$ cat config.mk
export PLATFORM = sky130hd
export DESIGN_NAME = adder_6bit
export DESIGN_NICKNAME = d
export VERILOG_FILES = /design/src/rtl/adder_pkg.sv /design/src/rtl/full_adder.sv /design/src/rtl/adder_6bit.sv
export SDC_FILE = /design/constraint.sdc
export NUM_CORES = 1
export LEC_CHECK = 0
export ABC_AREA = 1
export CORE_AREA = 2 2 39 41
export DETAILED_ROUTE_END_ITERATION = 8
export DIE_AREA = 0 0 41 43
export GPL_TIMING_DRIVEN = 0
export HOLD_SLACK_MARGIN = 0.08
export PLACE_DENSITY = 0.76
export REMOVE_ABC_BUFFERS = 1
export SKIP_CTS_REPAIR_TIMING = 1
export SLEW_MARGIN = 25
export SYNTH_ARGS = -nofsm -noshare
export SYNTH_HDL_FRONTEND = slang
export SYNTH_HIERARCHICAL = 1
export SYNTH_SLANG_ARGS = --single-unit
$ cat constraint.sdc
create_clock -name clk -period 11.65 [get_ports clk]
set_input_delay 2.33 -clock clk [delete_from_list [all_inputs] [get_ports clk]]
set_output_delay 2.33 -clock clk [all_outputs]
set_load 0.01 [all_outputs]
$ cat src/rtl/adder_pkg.sv
// Shared constants for the adder_6bit slice: operand default width, sum width and carry counter width.
package adder_pkg;

    localparam int ADDER_WIDTH = 6;
    localparam int SUM_W       = ADDER_WIDTH + 1;
    localparam int CARRY_CNT_W = 16;

endpackage : adder_pkg

$ cat src/rtl/full_adder.sv
// One-bit full adder cell used as a single stage of the ripple-carry chain.
module full_adder (
    input  logic a,
    input  logic b,
    input  logic cin,
    output logic sum,
    output logic cout
);

    assign sum  = a ^ b ^ cin;
    assign cout = (a & b) | (a & cin) | (b & cin);

endmodule : full_adder

$ cat src/rtl/adder_6bit.sv
// Unsigned ripple-carry adder with a combinational sum and a one-cycle registered sum.
// Optional saturating carry-out counter is built when ADDER_CARRY_CNT_EN is defined.
module adder_6bit
    import adder_pkg::*;
#(
    parameter int WIDTH = ADDER_WIDTH
) (
    input  logic                   clk,
    input  logic                   rst,
    input  logic [WIDTH-1:0]       x,
    input  logic [WIDTH-1:0]       y,
    input  logic                   in_valid,
    output logic [WIDTH:0]         s,
    output logic [WIDTH:0]         s_q,
`ifdef ADDER_CARRY_CNT_EN
    output logic [CARRY_CNT_W-1:0] carry_cnt,
`endif
    output logic                   out_valid
);

    logic [WIDTH:0]   carry;
    logic [WIDTH-1:0] sum_bits;

    // Stage 0 (combinational): ripple chain, carry-in of the LSB stage tied low
    assign carry[0] = 1'b0;

    for (genvar i = 0; i < WIDTH; i++) begin : g_fa
        full_adder u_fa (
            .a    (x[i]),
            .b    (y[i]),
            .cin  (carry[i]),
            .sum  (sum_bits[i]),
            .cout (carry[i+1])
        );
    end

    assign s = {carry[WIDTH], sum_bits};

    // Stage 1: registered sum; the held value is kept across idle cycles
    logic [WIDTH:0] sum_p1;
    logic           vld_p1;

    always_ff @(posedge clk) begin
        if (rst) begin
            sum_p1 <= '0;
            vld_p1 <= 1'b0;
        end else begin
            vld_p1 <= in_valid;
            if (in_valid) begin
                sum_p1 <= s;
            end
        end
    end

    assign s_q       = sum_p1;
    assign out_valid = vld_p1;

`ifdef ADDER_CARRY_CNT_EN
    function automatic logic [CARRY_CNT_W-1:0] sat_inc(input logic [CARRY_CNT_W-1:0] v);
        return (v == {CARRY_CNT_W{1'b1}}) ? v : v + 1'b1;
    endfunction

    logic [CARRY_CNT_W-1:0] cnt_p1;

    always_ff @(posedge clk) begin
        if (rst) begin
            cnt_p1 <= '0;
        end else if (in_valid && s[WIDTH]) begin
            cnt_p1 <= sat_inc(cnt_p1);
        end
    end

    assign carry_cnt = cnt_p1;
`endif

endmodule : adder_6bit

==> job_summary.md, run 1 <==
## Implementation flow summary

| Metric | Value |
|---|---|
| PwrDens | 112 nW/um2 |
| Drt drc | 0 |
| Adder share | approximately 27% |
| Crit path setup slack, layout | between 3 and 4 ns |
| Fraction of layout cells with a size suffix above 1 | approximately 3.5% |
| H-Tree Depth | 1 |
| Area after DPL | approximately 740 um2 |
| Largest net degree at the start of global routing | 16 |
| DPL Wire Length | roughly 750 um |
| Post-Synthesis Cells | approximately 55 |
| Log Warnings | 25 |
| Largest logic family | adder cells |
| Post-Place Cells | between 90 and 100 |
| Via density | 4.15 |
| Total track usage | between 10% and 20% |
| Area delta synth->final | 70.5% |
| GPL Wtd Cong | between 0.6 and 0.7 |
| Area leader, netlist | dfxtp_1 |
| CTS Buf Count | 3 |
| RSZ-0062 raised after global routing | no |
| HP Class | register to register |
| R2r setup slk | 11.08 ns |
| Die area | 1760 um2 |
| Status | complete, no violations |
| Chip Area, Yosys | around 450 um2 |
| Io pins | 30 |
| Sw frac | between 20% and 30% |
| Buf+Inv Stages, Crit Path | 2 |
| Synth cell types | 8 |
| Crit path to | s[5] |
| Post-Synth XOR/XNOR Area | 0% |
| Root buffer cell | clkbuf_4 |
| DRT Pass-1 Iters | 4 |
| Synth top cell by count | nor2_1 |
| Non-Filler Instances | around 100 |
| Reg clk slew, reported paths | ~0.050 ns |
| Ys flops | 8 |
| Post-synth tally of flip-flops with integrated enable | 0 |
| CTS tree | done |
| Vias | 419 |
| Die x size | between 40 and 50 um |
| Setup TNS | 0 ns |
| 1st-iter DRT viols | 10 |
| Crit end category | primary output |
| Grt ovf | 0 |
| Combinational Power | 34.2 uW |
| Synth Area in Simple Gates | between 20% and 30% |
| Fill count | between 100 and 150 |
| Levels on crit path | 8 |
| Global-route wire length before repair | between 1500 and 2000 um |
| Synth top cells by count | nor2_1, nand2_1, inv_1, dfxtp_1, fa_1 |
| Initial Util | 32.2% |
| Clock Path Buffers | 2 |
| Hold Path Depth | 2 |
| Yosys cell count | about 55 |
| Gate Area | about 230 um2 |
| Final WL | approximately 880 um |
| Dpl ws | between 3 and 4 ns |
| Comb pwr share | about 40% |
| # clock sinks | 8 |
| Hold Startpoint | s_q[1]$_SDFFE_PP0P_ |
| Internal power | ~60 uW |
| Top power group | combinational cells |
| Cells along the critical path | clkdlybuf4s50_1 -> fa_1 -> fa_1 -> fa_1 -> fa_1 -> fa_1 -> fa_1 -> clkdlybuf4s50_1 |
| Hold WS | 0.470 ns |
| Max-Cap Viols | 0 |
| Total Power | 85.4 uW |
| Crit path DRT | 9.32 ns |
| Min-Delay Endpoint | s_q[1]$_SDFFE_PP0P_ |
| Vias in the first global route | around 400 |
| Crit Path Max Fanout | 2 |
| Syn_area_per_cell | approximately 8 um2 |
| # setup viols final | 0 |
| WL per Instance | around 9 um |
| Initial antenna violation count | 0 |
| CP max-delay cell | clkdlybuf4s50_1 |
| Final period utilization | between 60% and 70% |
| R2R cell count | 2 |
| Cell family with most CP delay | adder cells |
| Ys async rst share | 0% |
| Fin nets | 108 |
| Post-Syn Area | 445 um2 |
| Sequential area share after synthesis | 36.0% |
| Worst R2R Start | s_q[4]$_SDFFE_PP0P_ |
| Post-route ant nets | 0 |
| Main flop type | dfxtp_1 |
| CP Class | input port to primary output |
run 1: cell type report:
type	count	area share [%]
clock buffer	3	2.97
tap	16	2.64
inverter	9	4.45
multi-input combinational	36	30.6
timing repair buffer	29	38.2
sequential	8	21.1
run 1: sequential cells by signal, indices dropped and copies added, names as in the netlist:
register,count
s_q,7
out_valid,1
run 1: layer usage:
metal	track usage, %	share of wire [%]	up-vias
met5	0	0	-
met3	6.81	10	0
met4	4.00	0	0
met1	14.8	39	185
li1	-	-	215
met2	19.7	50	19
run 1: cell usage in the layout (no fill, tap or decap):
cell type / instances
clkdlybuf4s50_1: 29
dfxtp_1: 8
fa_1: 6
nor2_1: 15
conb_1: 1
inv_1: 9
clkbuf_4: 3
nand2_1: 14
### Power grid, run 1

Pins as bars on the die edge.
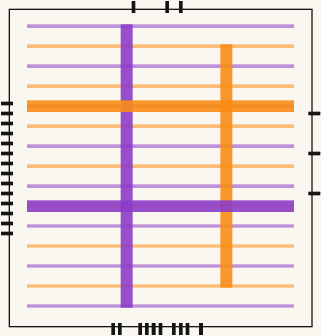
| net | colour |
|---|---|
| VDD | orange |
| VSS | purple |
met4 straps: 2
signal pins: 30
Worst VDD drop: 69.2 uV
Core Footprint: 1380 um2
DIE HEIGHT: 43 um

### Placement by cell class, run 1

Bar = 10 um.
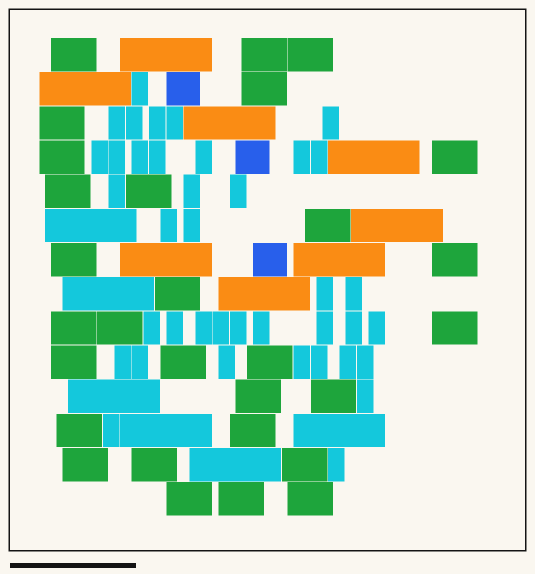
| class | colour | cells |
|---|---|---|
| other buffers and delay cells | green | 29 |
| cells driving clock nets | blue | 3 |
| flops | orange | 8 |
| all other logic | cyan | 45 |
Seq/total area: 21.1%
Final Util: 54.9%
post-route cell area: 759 um2
Rows: 14

### Clock network drawn from the DEF, run 1

Bar = 10 um.
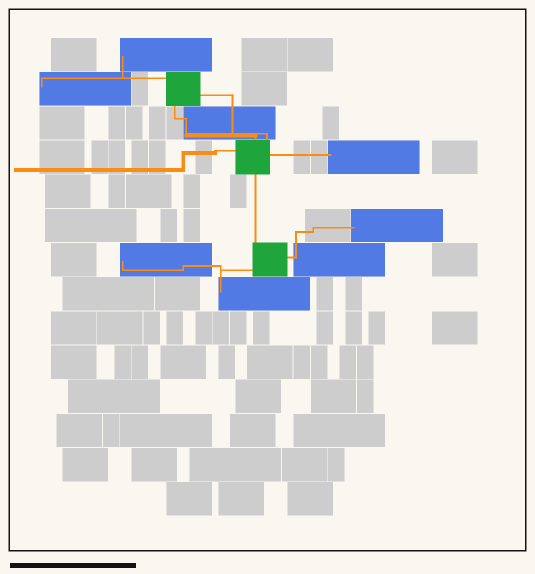
[clock wires] orange | length: 95.4 um
[cells driving clock nets] green | count: 3
[flip-flops] blue | count: 8
routed clock nets: 4
Clock group: 20.2 uW
clock share of power: 23.7%
worst clock skew: 0 ns
worst skew pair latency: 0.24 ns

## Run 2: what changed since run 1
- CORE_AREA: 2 2 39 41 -> not set
- CORE_ASPECT_RATIO: not set -> 0.9
- CORE_MARGIN: not set -> 1
- CORE_UTILIZATION: not set -> 30
- DIE_AREA: 0 0 41 43 -> not set
- PLACE_DENSITY: 0.76 -> 0.72
- clock period: 11.65 -> 7.18 ns (I/O delays scaled with it)
### Wiring by layer, run 2

Only two layers are drawn.
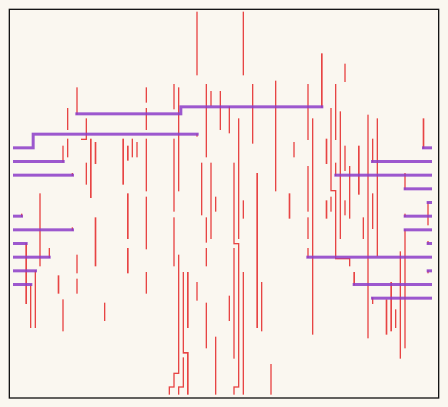
| layer | colour | wire length |
|---|---|---|
| met3 | purple | 120 um |
| met2 | red | 496 um |
WL per Instance: 10.0 um
final WL: 990 um
total track usage: 14.4%
vias: 429

==> run 2 against run 1 <==
  * Combinational power rose by 65%
  * Global-route usage up 1.6 points
  * Clock skew is the same
  * Largest power group unchanged
==> job_summary.md, run 2 <==
## Implementation flow summary

| Metric | Value |
|---|---|
| Wire length on met2 | roughly 500 um |
| Status | complete, no violations |
| Log Warnings | 25 |
| Top logic cells by instance count in the layout | clkdlybuf4s50_1, nor2_1, nand2_1 |
| Clock Path Buffers | 2 |
| Initial antenna violation count | 0 |
| Min-Delay Endpoint | s_q[2]$_SDFFE_PP0P_ |
| Sw frac | 28.6% |
| Yosys cell count | ~55 |
| DIE HEIGHT | just under 40 um |
| WL met1 | ~380 um |
| Comb pwr share | 39.9% |
| Worst VDD drop | between 100 and 150 uV |
| # setup viols final | 0 |
| Synth top cells by count | nor2_1, nand2_1, inv_1, dfxtp_1, fa_1 |
| Post-route ant nets | 0 |
| Post-synth tally of flip-flops with integrated enable | 0 |
| Reg clk slew, reported paths | about 0.05 ns |
| Adder share | roughly 27% |
| Final period utilization | about nine tenths |
| Total Power | roughly 140 uW |
| Chip Area, Yosys | about 450 um2 |
| DRT Pass-1 Iters | 3 |
| Sequential area share after synthesis | between 30% and 40% |
| Global-route wire length before repair | between 1500 and 2000 um |
| CTS Buf Count | 3 |
| Max reg flops | 7 |
| Via density | between 4 and 5 |
| Top power group | combinational cells |
| Worst clock skew | 0 ns |
| Cell family with most CP delay | adder cells |
| Fraction of layout cells with a size suffix above 1 | between 3 and 4% |
| Max-Cap Viols | 0 |
| R2R cell count | 2 |
| PwrDens | 186 nW/um2 |
| Post-Synth XOR/XNOR Area | 0% |
| Root buffer cell | clkbuf_4 |
| Crit path to | s[5] |
| Grt met1 use | ~14% |
| Setup TNS | 0 ns |
| Vias in the first global route | about 370 |
| Met2 Usage GRT | ~25% |
| Post-Synthesis Cells | ~55 |
| RSZ-0062 raised after global routing | no |
| Main flop type | dfxtp_1 |
| R2r setup slk | between 6 and 7 ns |
### Placement by cell class, run 2

Bar = 10 um.
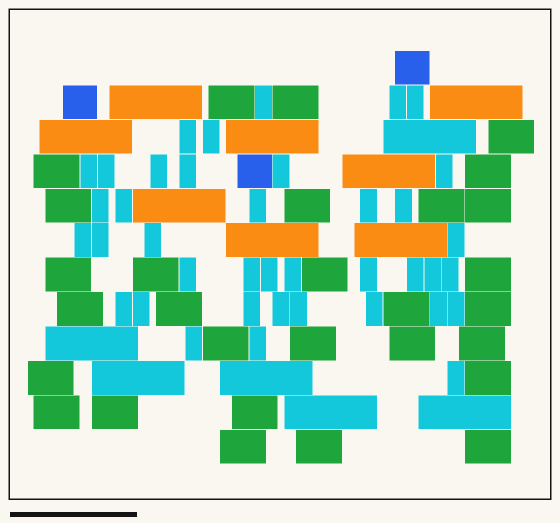
| class | colour | cells |
|---|---|---|
| cells driving clock nets | blue | 3 |
| flops | orange | 8 |
| all other logic | cyan | 45 |
| other buffers and delay cells | green | 29 |
Core Footprint: 1310 um2
post-route cell area: 757 um2

run 2: cell counts in the layout (fill, tap and decap cells not counted):
No cell type changed its count.
run 2: cell type report:
cell class | count | area (um2)
multi-input combinational | 36 | 233
clock buffer | 3 | 22.5
fill | 127 | 549
sequential | 8 | 160
timing repair buffer | 29 | 290
inverter | 9 | 33.8
tap | 14 | 17.5
run 2: through the flow:
| step | setup slack, ns | cell area, um2 | cells |
|---|---|---|---|
| global route | 0.652 | 757 | 99 |
| global placement | 0.837 | 734 | 96 |
| CTS | 0.764 | 757 | 99 |
| detailed placement | 0.767 | 734 | 96 |
| finish | 0.800 | 757 | 99 |
| floorplan | 1.82 | 427 | 53 |
Power is estimated from default activity; no workload was simulated.
